==> config.mk <==
export PLATFORM = sky130hd
export DESIGN_NAME = hub75_panel_rx
export DESIGN_NICKNAME = d
export VERILOG_FILES = /design/src/rtl/hub75_panel_rx_pkg.sv /design/src/rtl/hub75_panel_rx_input_sync.sv /design/src/rtl/hub75_panel_rx.sv
export SDC_FILE = /design/constraint.sdc
export NUM_CORES = 2
export LEC_CHECK = 0
export ABC_AREA = 1
export CORE_MARGIN = 4
export CORE_UTILIZATION = 31
export DETAILED_ROUTE_END_ITERATION = 12
export HOLD_SLACK_MARGIN = 0.1
export PLACE_DENSITY = 0.42
export SYNTH_ARGS = -nofsm -noshare
export SYNTH_HDL_FRONTEND = slang
export SYNTH_SLANG_ARGS = --single-unit
==> constraint.sdc <==
create_clock -name clk_in -period 2.5 [get_ports clk_in]
set_input_delay 0.25 -clock clk_in [delete_from_list [all_inputs] [get_ports clk_in]]
set_output_delay 0.25 -clock clk_in [all_outputs]
set_load 0.05 [all_outputs]
==> images/clock_wires.png <==
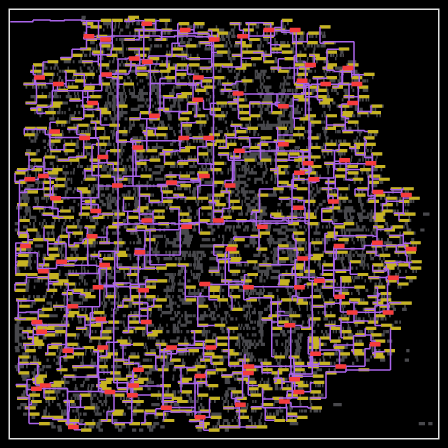
[red] clock-net drivers | count: 104
[yellow] flip-flops | count: 863
[purple] clock wires | length: 13500 um
flops lie: widely spread
P_clk: 15.3 mW
Late-Pin Clk Latency: 0.73 ns
Clock power frac: 37.2%
Worst Clk Skew: 0.0355 ns

==> images/gates.png <==
The bar under the picture is 100 um long.
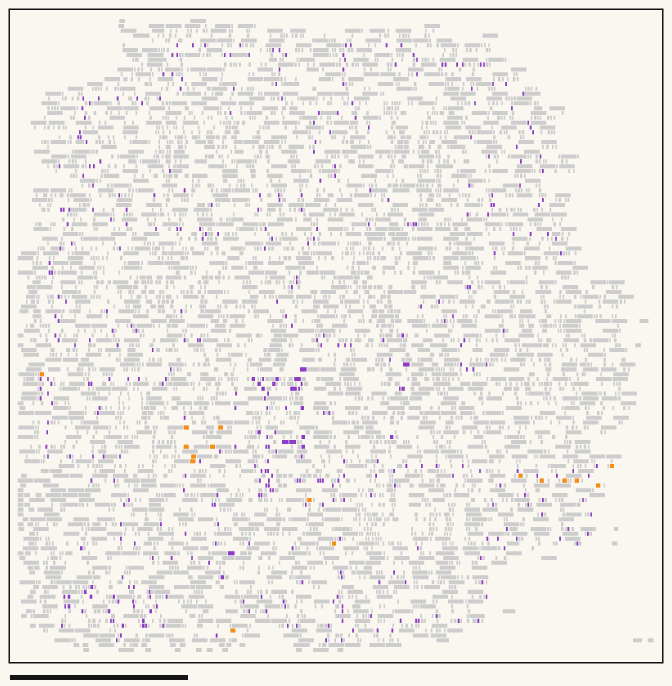
[orange] non-inverting ao/oa cells | cells: 16
[purple] nor cells | cells: 409 | where: widely spread
final cell count without fillers: 7185
Commonest Layout Cell: nand2_1
Comb area share: 31.4%

==> images/util_map.png <==
37 x 37 tiles, from dark blue (low) to red (high), 0 to 100% covered.
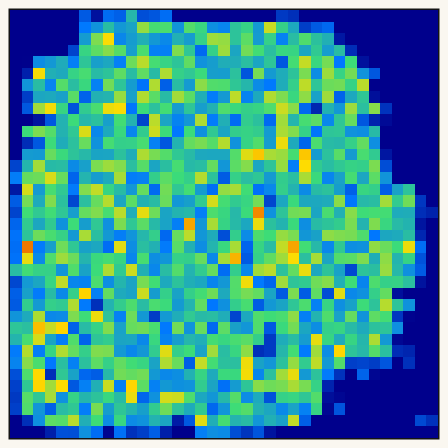
fullest tile: 86%
mean over tiles: 35%
nearly empty tiles: 16%
tiles over 75% full: 1.0%
Core Util, Final: 38.7%
core area: 128000 um^2
Floorplan Utilization: 31.2%

==> images/layers.png <==
The bar under the picture is 100 um long.
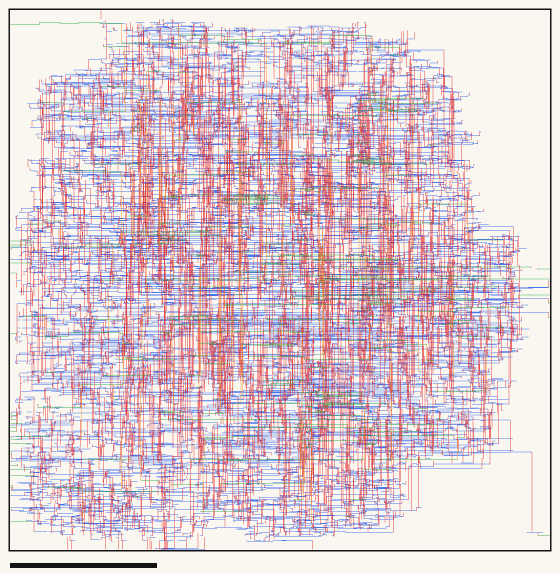
[orange] M4 | wire length: 4140 um
[red] M2 | wire length: 61.2 mm
[green] M3 | wire length: 6450 um
[blue] M1 | wire length: 69.0 mm
DRT Wirelength: 141 mm
DR vias: 33500
DR WL/cell: 19.6 um
Global Route Usage Sum: 20.9%

==> impl_metrics.yaml <==
# synthesis and place-and-route metrics
status:
  status: "finished with violations"
  violations: "setup timing"
power_and_ir_drop:
  ir_drop_mv: 0.737
  p_leak_nw: 27.3
final_timing:
  worst_slack_ns: -0.468
  max_freq_ghz: 0.337
  rsz0062_at_grt: "true"
  setup_viol: 6
critical_path:
  endpoint_kind: "output port"
  crit_arrival_ns: 2.72
  path_class: "flop to output port"
  critPathMaxStageDelay_ns: 0.50
  crit_chain: "buf_12, clkinv_16, buf_4, buf_12, nand2_1, nand3_1, nand3_1, nand3_1, nand3_2, nand2_2, nand2_4, nand2_4, buf_8"
clock_network:
  cts.clk_slew.worst_paths_ns: 0.06
  numCtsBuffers: 104
placed_design:
  dpl.hpwl_mm: 92.2
logic_synthesis:
  xor_share_pct: 0.0659
  ys_warn_count: 0
  ys_area_um2: 39900
final_layout:
  drive_gt1_share_pct: 12.8
grt:
  grt_max_degree: 105
cells by family after synthesis:
kind of cell	after synthesis
simple gates	2865
buf+inv	979
flops	863
compound gates	556
fa+ha+maj	9
xor+xnor	3
critical path, delay by kind of cell (launching register included):
| family | cells | cell delay (ns) |
|---|---|---|
| AND/OR/NAND/NOR | 8 | 0.84 |
| buffers and inverters | 5 | 0.65 |
| flip-flops | 1 | 0.50 |
power breakdown:
group	total [mW]	switching, mW	internal [mW]
Combinational	11.0	7.06	3.97
Clock	15.3	6.29	9.06
Sequential	14.9	0.340	14.6
per-layer routing:
metal	up-vias	part of all wire, %	track usage (%)
met1	16100	49	30.9
met2	687	43	31.7
met3	181	4.6	2.81
met5	-	0	0
li1	16600	-	-
met4	0	2.9	6.66
Power figures rest on the tool's default switching activity, not on a simulated workload.
